Fig. 1: run 1, placed standard cells
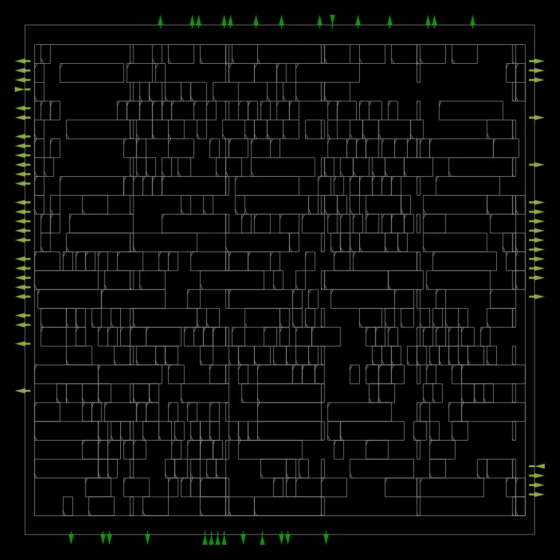
Fig. 2: run 1, met2 routing
Drawn at 4 px/um. Cells faint in the background.
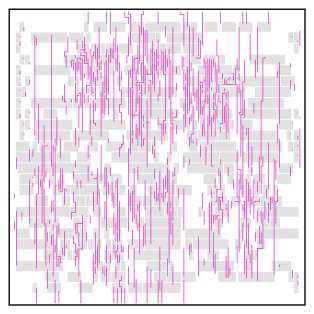
Fig. 3: run 1, metal layers overlaid
Drawn at 4 px/um. Only two layers are drawn.
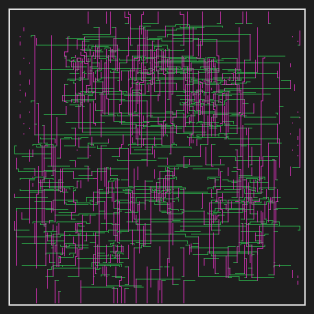
[src/rtl/layer_sequencer.sv]
// layer_sequencer: per-sample control sequencer for the dilated conv1d layer chain.
// Define LAYER_SEQUENCER_CYCLE_STATS_EN to build the pass cycle counter behind cycles_last/cycles_max.
module layer_sequencer #(
    parameter int NUM_LAYERS = 4,
    parameter int TIMEOUT    = 1024,
    parameter int CW         = 16
) (
    input  logic                  clk,
    input  logic                  rst,
    input  logic                  sample_clk,
    input  logic                  clr_err,
    input  logic [NUM_LAYERS-1:0] conv_out_v,
    output logic                  lsb_shift,
    output logic [NUM_LAYERS-1:0] conv_rst,
    output logic [NUM_LAYERS-2:0] cache_shift,
    output logic                  out_latch,
    output logic                  busy,
    output logic [3:0]            layer_idx,
    output logic                  overrun,
    output logic [CW-1:0]         overrun_count,
    output logic                  timeout_err,
    output logic [CW-1:0]         cycles_last,
    output logic [CW-1:0]         cycles_max
);
    localparam int IW = $clog2(NUM_LAYERS);
    localparam int WW = $clog2(TIMEOUT);

    typedef enum logic [2:0] {IDLE, SHIFT_IN, RST_CONV, WAIT_CONV, SHIFT_CACHE, LATCH_OUT} state_t;

    state_t                  state_q, state_d;
    logic [3:0]              idx_q, idx_d;
    logic [WW-1:0]           wd_q, wd_d;
    logic                    prev_q;
    logic                    ovr_q, ovr_d, to_q, to_d;
    logic [CW-1:0]           cnt_q, cnt_d;
    logic                    lsb_q, lsb_d, latch_q, latch_d, busy_q, busy_d;
    logic [NUM_LAYERS-1:0]   crst_q, crst_d;
    logic [NUM_LAYERS-2:0]   cshift_q, cshift_d;
    logic                    edge_det, vld, last, timeout, drop;

    always_comb begin
        edge_det = sample_clk && !prev_q;
        vld      = conv_out_v[idx_q[IW-1:0]];
        last     = idx_q == 4'(NUM_LAYERS - 1);
        timeout  = state_q == WAIT_CONV && !vld && wd_q == WW'(TIMEOUT - 1);
        drop     = edge_det && state_q != IDLE;
        state_d  = state_q;
        idx_d    = idx_q;
        wd_d     = wd_q;
        case (state_q)
            IDLE: begin
                state_d = edge_det ? SHIFT_IN : IDLE;
                idx_d   = '0;
            end
            SHIFT_IN:  state_d = RST_CONV;
            RST_CONV: begin
                state_d = WAIT_CONV;
                wd_d    = '0;
            end
            WAIT_CONV: begin
                // a valid arriving on the final watchdog cycle still counts
                state_d = vld ? (last ? LATCH_OUT : SHIFT_CACHE) : timeout ? IDLE : WAIT_CONV;
                idx_d   = (!vld && timeout) ? '0 : idx_q;
                wd_d    = wd_q + WW'(1);
            end
            SHIFT_CACHE: begin
                state_d = RST_CONV;
                idx_d   = idx_q + 4'd1;
            end
            LATCH_OUT: begin
                state_d = IDLE;
                idx_d   = '0;
            end
            default: begin
                state_d = IDLE;
                idx_d   = '0;
            end
        endcase
        ovr_d    = drop || (ovr_q && !clr_err);
        cnt_d    = clr_err ? CW'(drop) : (drop && !(&cnt_q)) ? cnt_q + CW'(1) : cnt_q;
        to_d     = timeout || (to_q && !clr_err);
        lsb_d    = state_d == SHIFT_IN;
        latch_d  = state_d == LATCH_OUT;
        busy_d   = state_d != IDLE;
        crst_d   = state_d == RST_CONV ? NUM_LAYERS'(1) << idx_d : '0;
        cshift_d = state_d == SHIFT_CACHE ? (NUM_LAYERS - 1)'(1) << idx_d : '0;
    end

    always_ff @(posedge clk or posedge rst) begin
        if (rst) begin
            state_q  <= IDLE;
            idx_q    <= '0;
            wd_q     <= '0;
            prev_q   <= 1'b1;
            ovr_q    <= 1'b0;
            cnt_q    <= '0;
            to_q     <= 1'b0;
            lsb_q    <= 1'b0;
            latch_q  <= 1'b0;
            busy_q   <= 1'b0;
            crst_q   <= '0;
            cshift_q <= '0;
        end else begin
            state_q  <= state_d;
            idx_q    <= idx_d;
            wd_q     <= wd_d;
            prev_q   <= sample_clk;
            ovr_q    <= ovr_d;
            cnt_q    <= cnt_d;
            to_q     <= to_d;
            lsb_q    <= lsb_d;
            latch_q  <= latch_d;
            busy_q   <= busy_d;
            crst_q   <= crst_d;
            cshift_q <= cshift_d;
        end
    end

    assign lsb_shift     = lsb_q;
    assign conv_rst      = crst_q;
    assign cache_shift   = cshift_q;
    assign out_latch     = latch_q;
    assign busy          = busy_q;
    assign layer_idx     = idx_q;
    assign overrun       = ovr_q;
    assign overrun_count = cnt_q;
    assign timeout_err   = to_q;

`ifdef LAYER_SEQUENCER_CYCLE_STATS_EN
    logic [CW-1:0] cyc_q, cyc_d, last_q, last_d, max_q, max_d;

    // cyc_q holds the 1-based index of the current pass cycle
    always_comb begin
        cyc_d  = state_d == SHIFT_IN ? CW'(1) : (&cyc_q) ? cyc_q : cyc_q + CW'(1);
        last_d = state_q == LATCH_OUT ? cyc_q : last_q;
        max_d  = clr_err ? (state_q == LATCH_OUT ? cyc_q : '0)
               : (state_q == LATCH_OUT && cyc_q > max_q) ? cyc_q : max_q;
    end

    always_ff @(posedge clk or posedge rst) begin
        if (rst) begin
            cyc_q  <= '0;
            last_q <= '0;
            max_q  <= '0;
        end else begin
            cyc_q  <= cyc_d;
            last_q <= last_d;
            max_q  <= max_d;
        end
    end

    assign cycles_last = last_q;
    assign cycles_max  = max_q;
`else
    assign cycles_last = '0;
    assign cycles_max  = '0;
`endif
endmodule

[config.mk]
export PLATFORM = sky130hd
export DESIGN_NAME = layer_sequencer
export DESIGN_NICKNAME = d
export VERILOG_FILES = /design/src/rtl/layer_sequencer.sv
export SDC_FILE = /design/constraint.sdc
export NUM_CORES = 1
export LEC_CHECK = 0
export ABC_AREA = 1
export CAP_MARGIN = 15
export CORE_UTILIZATION = 53
export DETAILED_ROUTE_END_ITERATION = 8
export GPL_ROUTABILITY_DRIVEN = 0
export PLACE_DENSITY_LB_ADDON = 0.08
export RECOVER_POWER = 25
export SYNTH_ARGS = -nofsm -noshare
export SYNTH_HDL_FRONTEND = slang
export SYNTH_SLANG_ARGS = --single-unit
export TNS_END_PERCENT = 10
[constraint.sdc]
create_clock -name clk -period 3.2 [get_ports clk]
set_input_delay 0.64 -clock clk [delete_from_list [all_inputs] [get_ports clk]]
set_output_delay 0.64 -clock clk [all_outputs]
set_load 0.005 [all_outputs]
==> reports/qor.csv, run 1 <==
metric;value;unit
Worst-path clk slew;0.08;ns
Root Buffer;clkbuf_8;
Placed Cells;449;
Worst Setup End Kind;async pin;
Hold Path Class;flop to flop;
Rel. slew slack;-0.0979;
Die ar.;0.00541;mm^2
Synth top area share;0.415;
main area contributors;dfrtp_1 (41%), nand2_1 (11%), buf_4 (9.1%), nor2_1 (5.1%), inv_1 (4.3%);
Adder Area Share;0.0138;
antenna violations before repair;0;
CTS tree;yes;
Distinct cells, synth;37;
post_cts resized;0;
sw frac;0.362;
dpl ws;0.939;ns
clk tree area frac;0.0305;
failing checks;max-capacitance violations, max-slew violations;
Max Slew Vio Count;47;
worst hold slack;0.492;ns
clock buffers;6;
Basic Gates by Area;0.304;
final cell count without fillers;457;
crit path capture;layer_idx[0]$_DFF_PP0_;
status;finished with violations;
Flop pwr share;0.453;
chip area estimate from yosys synthesis;0.00271;mm^2
cell count after synthesis;347;
setup bufs post-CTS;0;
power in the clock group;357;uW
cell depth of the worst setup path;2;
hold path depth;2;
Crit Path Max Fanout;46;
LEAKAGE;0.00142;uW
count leader, synth;nand2_1;
commonest non-fill, non-tap cells in the layout;nand2_1 (80), dfrtp_1 (45), nor2_1 (39), clkdlybuf4s50_1 (35);
grt met1 use;0.301;
combinational share of power;0.321;
CP Data Arrival Time;2.36;ns
reg2reg end;overrun_count[10]$_DFFE_PP0P_;
min-delay src;timeout_err$_DFF_PP0_;
register area;0.00115;mm^2
H-Tree Depth;2;
area leader, netlist;dfrtp_1;
max cap viols;1;
Worst Skew;0.00295;ns
yosys cell count;347;
setup violators final;0;
highest-count logic cell in the final layout;nand2_1;
# DRC;0;
reg2reg path depth;11;
yosys aoi share;0.0802;
Area Growth Syn to Fin;14.9;%
Clock Path Buffers;2;
crit path cell chain;dlygate4sd3_1 -> inv_1;
xor+xnor area frac;0.0226;
Notes on Fig. 1 above:
final core utilization: 0.648
flop share of the area: 0.369
Core ar.: 0.00482 mm^2
Rows: 25

Notes on Fig. 2 above:
longest straight run: 32.6 um
share of all routed wire: 46%
main direction: vertical
nets with wire on the layer: 340
wire length on this layer: 2510 um
final WL: 5450 um
Via Count: 2283
met2 usage: 0.346

Notes on Fig. 3 above:
legend:
  met1:
    colour: green
    wire_length: 2510 um
  met2:
    colour: magenta
    wire_length: 2510 um
routed len/inst: 11.9 um
Total GRT Usage: 0.219

Fig. 4: run 1, pin map
Drawn at 6 px/um. Pins as bars across the die edge, other pins in grey.
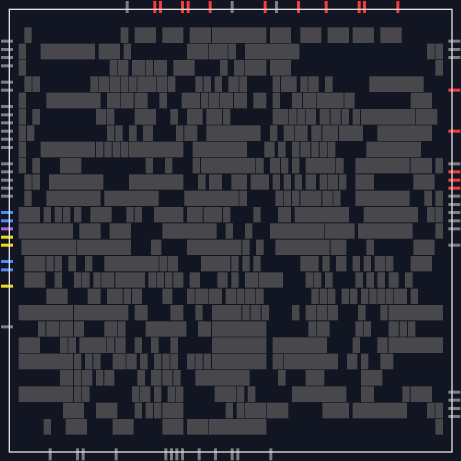

## Run 2: what changed since run 1
--- a/config.mk
+++ b/config.mk
@@ -7,7 +7,7 @@
 export LEC_CHECK = 0
 export ABC_AREA = 1
 export CAP_MARGIN = 15
-export CORE_UTILIZATION = 53
+export CORE_UTILIZATION = 44
 export DETAILED_ROUTE_END_ITERATION = 8
 export GPL_ROUTABILITY_DRIVEN = 0
 export PLACE_DENSITY_LB_ADDON = 0.08
==> constraint.sdc (replaced) <==
create_clock -name clk -period 2.05 [get_ports clk]
set_input_delay 0.41 -clock clk [delete_from_list [all_inputs] [get_ports clk]]
set_output_delay 0.41 -clock clk [all_outputs]
set_load 0.005 [all_outputs]
Fig. 5: run 2, pin map
Drawn at 6 px/um. Pins as bars across the die edge, other pins in grey.
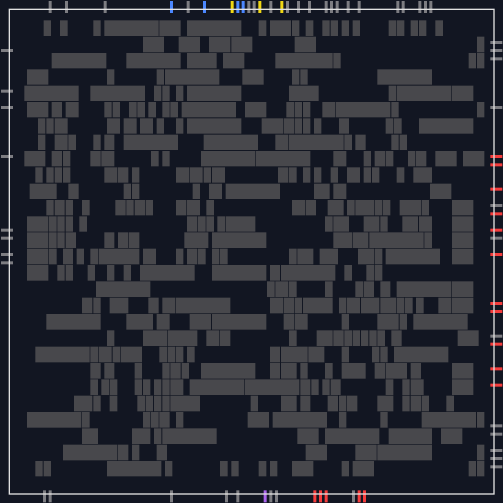
legend:
  `timeout_err`:
    colour: purple
    pins: 1
    direction: output
    edge: bottom
  `conv_rst`:
    colour: blue
    pins: 4
    direction: output
    edge: top
  `overrun_count`:
    colour: red
    pins: 16
    direction: output
    edge: 11 right, 5 bottom
  `cache_shift`:
    colour: yellow
    pins: 3
    direction: output
    edge: top
Die Wd: 80.5 um
# port buffers: 39
Die Span Y: 80.5 um

Fig. 6: run 2, metal layers overlaid
Drawn at 4 px/um. Only two layers are drawn.
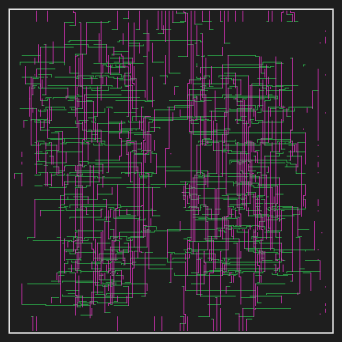
legend:
  met2:
    colour: magenta
    wire_length: 2890 um
  met1:
    colour: green
    wire_length: 2540 um
Via Count: 2292
routed len/inst: 12.2 um
final WL: 5760 um

==> run 2 against run 1 <==
The run now ends clean. Power grew 61%. Highest routed layer unchanged. Via count up 0.39%. Worst hold slack improved by 0.017 ns. Sequential power grew 55%. Clock-buffer cell count increased by 1. Core utilization decreased by 10 points. Final area is 3.1% higher.
==> reports/qor.csv, run 2 <==
metric;value;unit
grt met1 use;0.248;
setup bufs post-CTS;0;
yosys cell count;347;
Flop pwr share;0.435;
cell count after synthesis;347;
Core ar.;0.00592;mm^2
setup violators final;0;
sequential share of the synthesized area;0.425;
Worst-path clk slew;0.09;ns
H-Tree Depth;2;
Root Buffer;clkbuf_8;
power in the clock group;585;uW
worst-margin pin slew;0.837;ns
Adder Area Share;0.0138;
YS warnings;0;
clock buffers;7;
area leader, netlist;dfrtp_1;
Switch Pwr;936;uW
Critical Path Slowest Stage Cell;dfrtp_1;
CP Data Arrival Time;2.06;ns
Total GRT Usage;0.197;
top cells by count, synth;nand2_1 (79), dfrtp_1 (45), nor2_1 (37), buf_4 (33), inv_1 (31);
Crit Path Max Fanout;9;
final cell count without fillers;473;
clk tree area frac;0.0284;
commonest non-fill, non-tap cells in the layout;nand2_1 (79), dfrtp_1 (45), nor2_1 (37), clkdlybuf4s50_1 (37), conb_1 (32);
antenna violations before repair;0;
dpl ws;0.166;ns
Rows;28;
chip area estimate from yosys synthesis;0.00271;mm^2
worst hold slack;0.508;ns
post-route ant nets;0;
vias per cell;4.85;
status;finished, final reports clean;
Comb/total area;0.392;
reg2reg end;overrun_count[5]$_DFFE_PP0P_;
xor+xnor area frac;0.0226;
pin count of the biggest net entering global routing;28;
Die ar.;0.00649;mm^2
Hold Vio Cnt, Final;0;
non-clk buf share;0.144;
ratio of cells with drive above 1 in the final layout;0.118;
count leader, synth;nand2_1;
CTS tree;yes;
LEAKAGE;0.00146;uW
flop share of the area;0.358;
crit path cell chain;ha_1 -> nand2_1 -> nor2_4 -> nand3_2 -> nor3_2 -> nand2_1 -> nand2_2 -> nand2_2 -> inv_1 -> nand2_1 -> o31ai_1;
Synth top area share;0.415;
reg2reg path depth;11;
Pwr Total;2540;uW
Largest register FFs;16;
main area contributors;dfrtp_1 (41%), nand2_1 (11%), buf_4 (9.1%), nor2_1 (5.1%), inv_1 (4.3%);
Mapped Area;0.00271;mm^2
FFs w/ async S/R, synth;1.00;
yosys aoi share;0.0802;
sw frac;0.369;
min-delay src;overrun$_DFF_PP0_;
Worst Skew;0.0111;ns
register area;0.00115;mm^2
max cap viols;0;
highest-count logic cell in the final layout;nand2_1;
Hold Path Class;flop to flop;
met2 usage;0.336;
Distinct cells, synth;37;
Basic Gates by Area;0.304;
# DRC;0;
Placed Cells;463;
Clock Path Buffers;2;
Max Slew Vio Count;0;
crit path capture;overrun_count[5]$_DFFE_PP0P_;
Rel. slew slack;0.442;
Max IR drop VDD;458;uV
combinational share of power;0.334;
Worst Setup End Kind;flop;
design area;0.00322;mm^2
final core utilization;0.543;
Area Growth Syn to Fin;18.5;%
cell area power density;790;mW/mm^2
hold path depth;2;
cell depth of the worst setup path;11;
Synth flops;46;
post_cts resized;0;
Fig. 7: run 2, close-up of the layout
Region (20, 20) to (60, 60) um. Cells in grey, sequential cells in the stronger grey; small squares are vias.
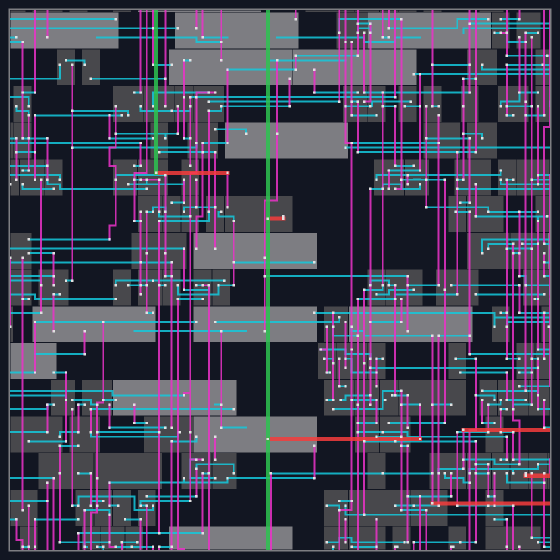
legend:
  met2:
    colour: magenta
  met4:
    colour: green
  met3:
    colour: red
  met1:
    colour: cyan
sequential cells in the window: 13
cells with their middle in the window: 119
netlist names of flops here include: `overrun_count` (3), `state_q` (3), `wd_q` (2)
most frequent: nand2_1 (19), dfrtp_1 (13), nor2_1 (12)

Power is estimated from default activity; no workload was simulated.
